$ cat config.mk
export PLATFORM = sky130hd
export DESIGN_NAME = mat_mul_seq_flat
export DESIGN_NICKNAME = d
export VERILOG_FILES = /design/src/rtl/mat_mul_seq_pkg.sv /design/src/rtl/mat_mul_seq_if.sv /design/src/rtl/mat_mul_seq_mac.sv /design/src/rtl/mat_mul_seq.sv /design/src/flat_wrapper.sv
export SDC_FILE = /design/constraint.sdc
export NUM_CORES = 2
export LEC_CHECK = 0
export CORE_MARGIN = 2
export CORE_UTILIZATION = 25
export CTS_BUF_LIST = sky130_fd_sc_hd__clkbuf_2 sky130_fd_sc_hd__clkbuf_4 sky130_fd_sc_hd__clkbuf_8
export DETAILED_ROUTE_END_ITERATION = 12
export HOLD_SLACK_MARGIN = 0.1
export PLACE_DENSITY_LB_ADDON = 0.05
export RECOVER_POWER = 25
export SKIP_CTS_REPAIR_TIMING = 1
export SLEW_MARGIN = 20
export SYNTH_ARGS = -nofsm -noshare
export SYNTH_HDL_FRONTEND = slang
export SYNTH_SLANG_ARGS = --single-unit
$ cat constraint.sdc
create_clock -name clk_i -period 4.75 [get_ports clk_i]
set_input_delay 0.95 -clock clk_i [delete_from_list [all_inputs] [get_ports clk_i]]
set_output_delay 0.95 -clock clk_i [all_outputs]
set_load 0.01 [all_outputs]
$ cat src/rtl/mat_mul_seq_pkg.sv
// Shared constants, sequencer state type and row-major address helper
// for the matrix-multiply sequencer.
package mat_pkg;

  localparam int DATA_W      = 32;
  localparam int ADDR_W      = 4;
  localparam int MATRIX_DIM  = 4;
  localparam int MATRIX_SIZE = MATRIX_DIM * MATRIX_DIM;
  localparam int DIM_W       = $clog2(MATRIX_DIM);
  // Phase counter spans t = 0..MATRIX_DIM, one more than the number of terms.
  localparam int PHASE_W     = $clog2(MATRIX_DIM + 1);

  typedef enum logic [1:0] {
    IDLE  = 2'd0,
    RUN   = 2'd1,
    WRITE = 2'd2,
    DONE  = 2'd3
  } state_e;

  function automatic logic [ADDR_W-1:0] idx(input logic [DIM_W-1:0] row,
                                            input logic [DIM_W-1:0] col);
    return ADDR_W'(int'(row) * MATRIX_DIM + int'(col));
  endfunction

endpackage

$ cat src/rtl/mat_mul_seq_if.sv
// Operand read ports (A, B) and result write port (C) seen by the sequencer.
interface mat_mul_seq_if #(
  parameter int DATA_WIDTH = 32,
  parameter int ADDR_WIDTH = 4
);
  logic [ADDR_WIDTH-1:0] addr_A_o;
  logic [DATA_WIDTH-1:0] read_data_A_i;
  logic [ADDR_WIDTH-1:0] addr_B_o;
  logic [DATA_WIDTH-1:0] read_data_B_i;
  logic [ADDR_WIDTH-1:0] addr_C_o;
  logic [DATA_WIDTH-1:0] write_data_C_o;
  logic                  write_en_C_o;

  modport master (
    output addr_A_o, addr_B_o, addr_C_o, write_data_C_o, write_en_C_o,
    input  read_data_A_i, read_data_B_i
  );

  modport slave (
    input  addr_A_o, addr_B_o, addr_C_o, write_data_C_o, write_en_C_o,
    output read_data_A_i, read_data_B_i
  );
endinterface

$ cat src/rtl/mat_mul_seq_mac.sv
// Signed multiply-accumulate datapath: one registered product stage feeding
// a 2*DATA_WIDTH+2 accumulator.
module mat_mac #(
  parameter int DATA_WIDTH = 32
) (
  input  logic                          clk_i,
  input  logic                          rst_i,
  input  logic                          clear_i,
  input  logic                          capture_i,
  input  logic                          accumulate_i,
  input  logic        [DATA_WIDTH-1:0]  a_i,
  input  logic        [DATA_WIDTH-1:0]  b_i,
  output logic signed [2*DATA_WIDTH+1:0] acc_o
);
  localparam int PROD_W = 2 * DATA_WIDTH;
  localparam int ACC_W  = 2 * DATA_WIDTH + 2;

  logic signed [PROD_W-1:0] prod_q, prod_d;
  logic signed [ACC_W-1:0]  acc_q, acc_d;

  always_comb begin
    prod_d = prod_q;
    if (capture_i) begin
      prod_d = PROD_W'($signed(a_i)) * PROD_W'($signed(b_i));
    end
  end

  // Clear wins so the first phase never folds in a product left from the last element.
  always_comb begin
    acc_d = acc_q;
    if (clear_i) begin
      acc_d = '0;
    end else if (accumulate_i) begin
      acc_d = acc_q + ACC_W'(prod_q);
    end
  end

  always_ff @(posedge clk_i or posedge rst_i) begin
    if (rst_i) begin
      prod_q <= '0;
      acc_q  <= '0;
    end else begin
      prod_q <= prod_d;
      acc_q  <= acc_d;
    end
  end

  assign acc_o = acc_q;

endmodule

$ cat src/rtl/mat_mul_seq.sv
// 4x4 signed matrix-multiply sequencer: walks the A/B read ports, accumulates
// each C element over MATRIX_DIM+1 phases and writes it through the C port.
module mat_mul_seq
  import mat_pkg::*;
#(
  parameter int DATA_WIDTH = DATA_W,
  parameter int ADDR_WIDTH = ADDR_W
) (
  input  logic          clk_i,
  input  logic          rst_i,
  input  logic          start_i,
  output logic          busy_o,
  output logic          done_o,
  output logic          ovf_o,
  mat_mul_seq_if.master bus
);
  // state | meaning
  // IDLE  | waiting for start_i
  // RUN   | MAC phases t = 0..MATRIX_DIM for element (i,j)
  // WRITE | drive C[i][j], fold overflow into the sticky flag, advance (i,j)
  // DONE  | one-cycle completion pulse

  localparam int                 ACC_W      = 2 * DATA_WIDTH + 2;
  localparam logic [DIM_W-1:0]   LAST_IDX   = DIM_W'(MATRIX_DIM - 1);
  localparam logic [PHASE_W-1:0] LAST_PHASE = PHASE_W'(MATRIX_DIM);

  state_e               state_q, state_d;
  logic [DIM_W-1:0]     i_q, i_d;
  logic [DIM_W-1:0]     j_q, j_d;
  logic [PHASE_W-1:0]   t_q, t_d;
  logic                 ovf_q, ovf_d;

  logic                 mac_clear, mac_capture, mac_accumulate;
  logic signed [ACC_W-1:0] acc;
  logic                 acc_ovf;
  logic [DIM_W-1:0]     k;

  assign k = t_q[DIM_W-1:0];

  // In range only if every bit from the result sign bit upward agrees.
  assign acc_ovf = !((&acc[ACC_W-1:DATA_WIDTH-1]) || !(|acc[ACC_W-1:DATA_WIDTH-1]));

  mat_mac #(.DATA_WIDTH(DATA_WIDTH)) u_mac (
    .clk_i        (clk_i),
    .rst_i        (rst_i),
    .clear_i      (mac_clear),
    .capture_i    (mac_capture),
    .accumulate_i (mac_accumulate),
    .a_i          (bus.read_data_A_i),
    .b_i          (bus.read_data_B_i),
    .acc_o        (acc)
  );

  always_ff @(posedge clk_i or posedge rst_i) begin
    if (rst_i) begin
      state_q <= IDLE;
      i_q     <= '0;
      j_q     <= '0;
      t_q     <= '0;
      ovf_q   <= 1'b0;
    end else begin
      state_q <= state_d;
      i_q     <= i_d;
      j_q     <= j_d;
      t_q     <= t_d;
      ovf_q   <= ovf_d;
    end
  end

  always_comb begin
    state_d = state_q;
    i_d     = i_q;
    j_d     = j_q;
    t_d     = t_q;
    ovf_d   = ovf_q;
    case (state_q)
      IDLE: begin
        if (start_i) begin
          state_d = RUN;
          i_d     = '0;
          j_d     = '0;
          t_d     = '0;
          ovf_d   = 1'b0;
        end
      end
      RUN: begin
        if (t_q == LAST_PHASE) begin
          state_d = WRITE;
          t_d     = '0;
        end else begin
          t_d = t_q + 1'b1;
        end
      end
      WRITE: begin
        ovf_d = ovf_q | acc_ovf;
        if (i_q == LAST_IDX && j_q == LAST_IDX) begin
          state_d = DONE;
        end else begin
          state_d = RUN;
          if (j_q == LAST_IDX) begin
            j_d = '0;
            i_d = i_q + 1'b1;
          end else begin
            j_d = j_q + 1'b1;
          end
        end
      end
      DONE:    state_d = IDLE;
      default: state_d = IDLE;
    endcase
  end

  always_comb begin
    busy_o             = 1'b0;
    done_o             = 1'b0;
    ovf_o              = ovf_q;
    bus.addr_A_o       = '0;
    bus.addr_B_o       = '0;
    bus.addr_C_o       = '0;
    bus.write_data_C_o = '0;
    bus.write_en_C_o   = 1'b0;
    mac_clear          = 1'b0;
    mac_capture        = 1'b0;
    mac_accumulate     = 1'b0;
    case (state_q)
      RUN: begin
        busy_o         = 1'b1;
        mac_clear      = (t_q == '0);
        mac_capture    = (t_q != LAST_PHASE);
        mac_accumulate = (t_q != '0);
        if (t_q != LAST_PHASE) begin
          bus.addr_A_o = ADDR_WIDTH'(idx(i_q, k));
          bus.addr_B_o = ADDR_WIDTH'(idx(k, j_q));
        end
      end
      WRITE: begin
        busy_o             = 1'b1;
        bus.write_en_C_o   = 1'b1;
        bus.addr_C_o       = ADDR_WIDTH'(idx(i_q, j_q));
        bus.write_data_C_o = acc[DATA_WIDTH-1:0];
        // Flag is visible in the write cycle itself, not one cycle later.
        ovf_o              = ovf_q | acc_ovf;
      end
      DONE:    done_o = 1'b1;
      default: ;
    endcase
  end

endmodule

$ cat src/flat_wrapper.sv
// flat-port wrapper written by rule: the top's interface ports become plain ports
module mat_mul_seq_flat import mat_pkg::*;
#(
  parameter int DATA_WIDTH = DATA_W,
  parameter int ADDR_WIDTH = ADDR_W
)
  (clk_i, rst_i, start_i, busy_o, done_o, ovf_o, bus_addr_A_o, bus_addr_B_o, bus_addr_C_o, bus_write_data_C_o, bus_write_en_C_o, bus_read_data_A_i, bus_read_data_B_i);
  mat_mul_seq_if #(.DATA_WIDTH(DATA_WIDTH), .ADDR_WIDTH(ADDR_WIDTH)) bus_i ();
  input  logic clk_i;
  input  logic rst_i;
  input  logic start_i;
  output logic busy_o;
  output logic done_o;
  output logic ovf_o;
  output wire logic [$bits(bus_i.addr_A_o)-1:0] bus_addr_A_o;
  output wire logic [$bits(bus_i.addr_B_o)-1:0] bus_addr_B_o;
  output wire logic [$bits(bus_i.addr_C_o)-1:0] bus_addr_C_o;
  output wire logic [$bits(bus_i.write_data_C_o)-1:0] bus_write_data_C_o;
  output wire logic [$bits(bus_i.write_en_C_o)-1:0] bus_write_en_C_o;
  input wire logic [$bits(bus_i.read_data_A_i)-1:0] bus_read_data_A_i;
  input wire logic [$bits(bus_i.read_data_B_i)-1:0] bus_read_data_B_i;
  assign bus_addr_A_o = bus_i.addr_A_o;
  assign bus_addr_B_o = bus_i.addr_B_o;
  assign bus_addr_C_o = bus_i.addr_C_o;
  assign bus_write_data_C_o = bus_i.write_data_C_o;
  assign bus_write_en_C_o = bus_i.write_en_C_o;
  assign bus_i.read_data_A_i = bus_read_data_A_i;
  assign bus_i.read_data_B_i = bus_read_data_B_i;
  mat_mul_seq #(.DATA_WIDTH(DATA_WIDTH), .ADDR_WIDTH(ADDR_WIDTH)) u_core (.clk_i(clk_i), .rst_i(rst_i), .start_i(start_i), .busy_o(busy_o), .done_o(done_o), .ovf_o(ovf_o), .bus(bus_i));
endmodule
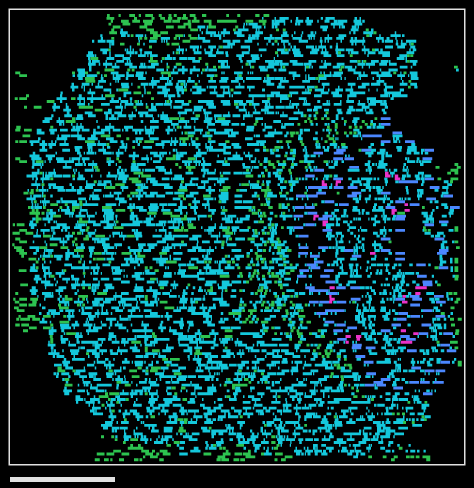
class_map.png
Bar = 100 um.
- remaining buffers and delay cells: green (cells 855)
- registers: blue (cells 140)
- remaining logic cells: cyan (cells 4,511)
- clock drivers and dummy loads: magenta (cells 32)
Layout Cell Area excl Fill: 0.0594 mm^2
Core Util, Final: 32.8%
Seq/total area: 5.90%

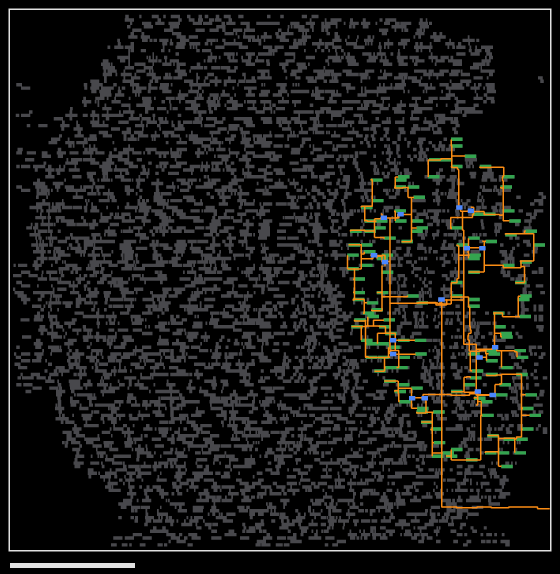
clock_wires.png
Bar = 100 um.
- flip-flops: green (count 140)
- clock-net drivers: blue (count 17)
- clock wires: orange (length 2,650 um)
- routed clock nets: 18

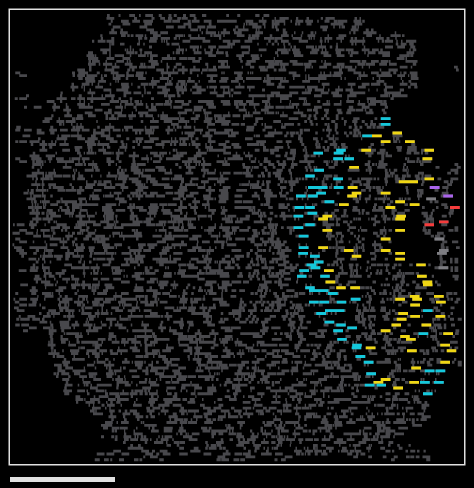
ff_map.png
Bar = 100 um. Other sequential cells in the stronger grey, the rest of the logic in the fainter grey.
- u_core.u_mac.prod_q: cyan (sequential cells 64)
- u_core.t_q: red (sequential cells 3)
- u_core.u_mac.acc_o: yellow (sequential cells 66)
- u_core.state_q: purple (sequential cells 2)
- not coloured: 5

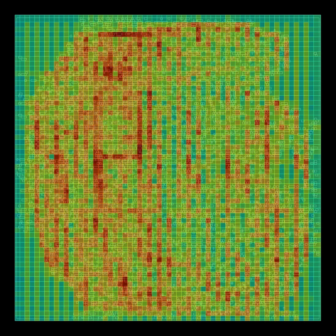
congestion_map.png
M1 GR Usage: 25.9%
gr usage total: 16.7%

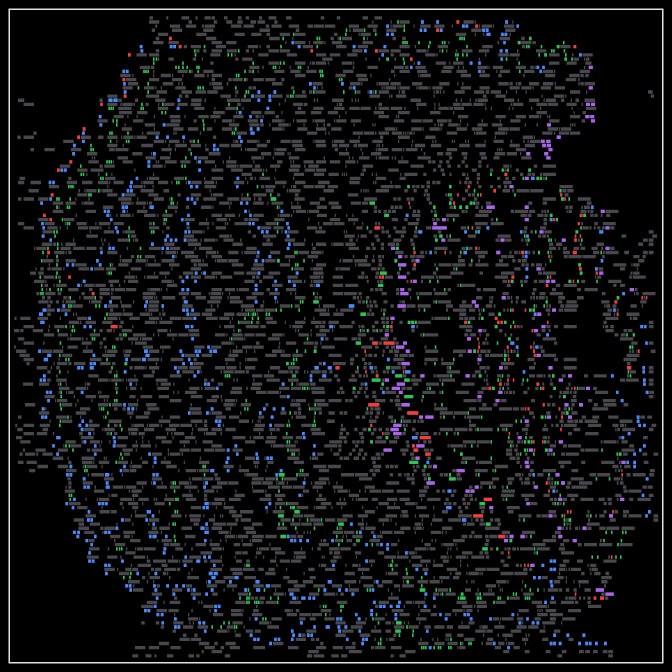
gates.png
- xor and xnor cells: purple (cells 125)
- and/or cells: blue (cells 595; where widely spread)
- nor cells: red (cells 132)
- nand cells: green (cells 720; where widely spread)

==> GITHUB_STEP_SUMMARY <==
### Yosys + OpenROAD results

| Metric | Value |
|---|---|
| Status | complete, but fails checks |
| Violated checks | max-capacitance violations, max-slew violations, negative setup slack |
| MUX share of area | 0.162% |
| # rows | 156 |
| Final Non-Filler Cells | 7,910 |
| CTS Buf Count | 17 |
| Period minus WS final | 7770 ps |
| Reg2reg end | u_core.u_mac.acc_o[52] |
| Area leader share | 47.6% |
| Hold WS | 499 ps |
| CP Launch Type | primary input |
| Area Overhead vs Synth | 30.4% |
| Critical path's most frequent cell | a21o_1 |
| Largest net degree at the start of global routing | 91 |
| Ys cells | 4,915 |
| Vias per cell | 4.39 |
| Worst Skew | 23.8 ps |
| Crit. path cell count | 29 |
| Compound Share, Synth | 8.37% |
| Hold Path Depth | 2 |
| Setup TNS | -134,520 ps |
| Worst hold path class | flip-flop to flip-flop |
| Die area | 0.186 mm^2 |
| Buffers on Ports | 114 |
| Simple share | 16.0% |
| Antenna violations before repair | 5 |
| Synth area leader | fa_1 |
| Post-route DRC | 0 |
| CTS Sinks | 140 |
| Worst Path Max Fanout | 8 |
| Root Driver | clkbuf_8 |
| Area contributors post-synth | fa_1, inv_1, and2_1, dfrtp_1, ha_1 |
| Clk buf depth | 2 |
| Crit path to | u_core.u_mac.prod_q[62] |
| Rel. slew slack | -49.8% |
| Routed WL | 171 mm |
| Chip Height | 431 um |
| Worst-Margin Slew | 2250 ps |
| Pins Over Slew Limit | 91 |
| H-tree depth | 4 |
| Routed Antenna Nets | 0 |
| Skew-Pair Late Insertion Delay | 500 ps |
| Setup WS post-layout | -3020 ps |
| 1st-pass router iterations | 5 |
| Hold path endpoint | u_core.u_mac.prod_q[3] |
| Core area | 0.181 mm^2 |
| Log Warnings | 32 |
| Family with the most delay on the worst path | adder cells |
| EDFF count, synth | 0 |
| Critical setup path kind | primary input to flip-flop |
| FMAX | 129 MHz |
| Asr flop ratio synth | 100% |
| Met2 Usage GRT | 26.2% |
| Yosys xor share | 2.40% |
| Met3 routed WL | 5.04 mm |
| CP endpoint kind | flip-flop |
| Mapped Area | 0.0456 mm^2 |
| Io pins | 115 |
| DP HPWL | 132 mm |
| Average size of a mapped cell | 9.27 um^2 |
| Chip width | 431 um |
| Critical path startpoint | bus_read_data_A_i[31] |
| Synth Flop Type | dfrtp_1 |
| Post-DR wirelength/cell | 21.7 um |
| Seq/Total Area, Yosys | 7.69% |
| Final Net Count | 6,932 |
| R2R setup slack | 870 ps |
| Most instantiated cells after synthesis | fa_1, inv_1, nand2_1 |
| Final setup vio count | 57 |
| Init Core Util | 25.2% |
| WL met2 | 78.8 mm |
| Synth top cell by count | fa_1 |
| Layout cells sized above 1 | 22.9% |
| Hold Vio Cnt, Final | 0 |
| Buffers plus inverters on the worst setup path | 9 |
| Top logic family | adder cells |
| GRT busiest layer | met2 |
| Vias in the first global route | 38,000 |
| Post-synthesis cell count | 4,915 |
| Max cap viols | 1 |
## registers in the layout, summed over array words and instances, names as in the netlist
signal and cells:
u_core.state_q 2, u_core.i_q 2, u_core.u_mac.acc_o 66, u_core.t_q 3, u_core.ovf_q 1, u_core.u_mac.prod_q 64, u_core.j_q 2
## cell type report
cell class / instances / area, um^2
diodes: 2 / 5.00
well taps: 2370 / 2970
clock buffers: 17 / 234
fillers: 18700 / 122000
repair buffers: 855 / 9440
inverters: 1029 / 3880
clock inverters: 15 / 161
multi-input cells: 3482 / 39200
flip-flops and latches: 140 / 3500
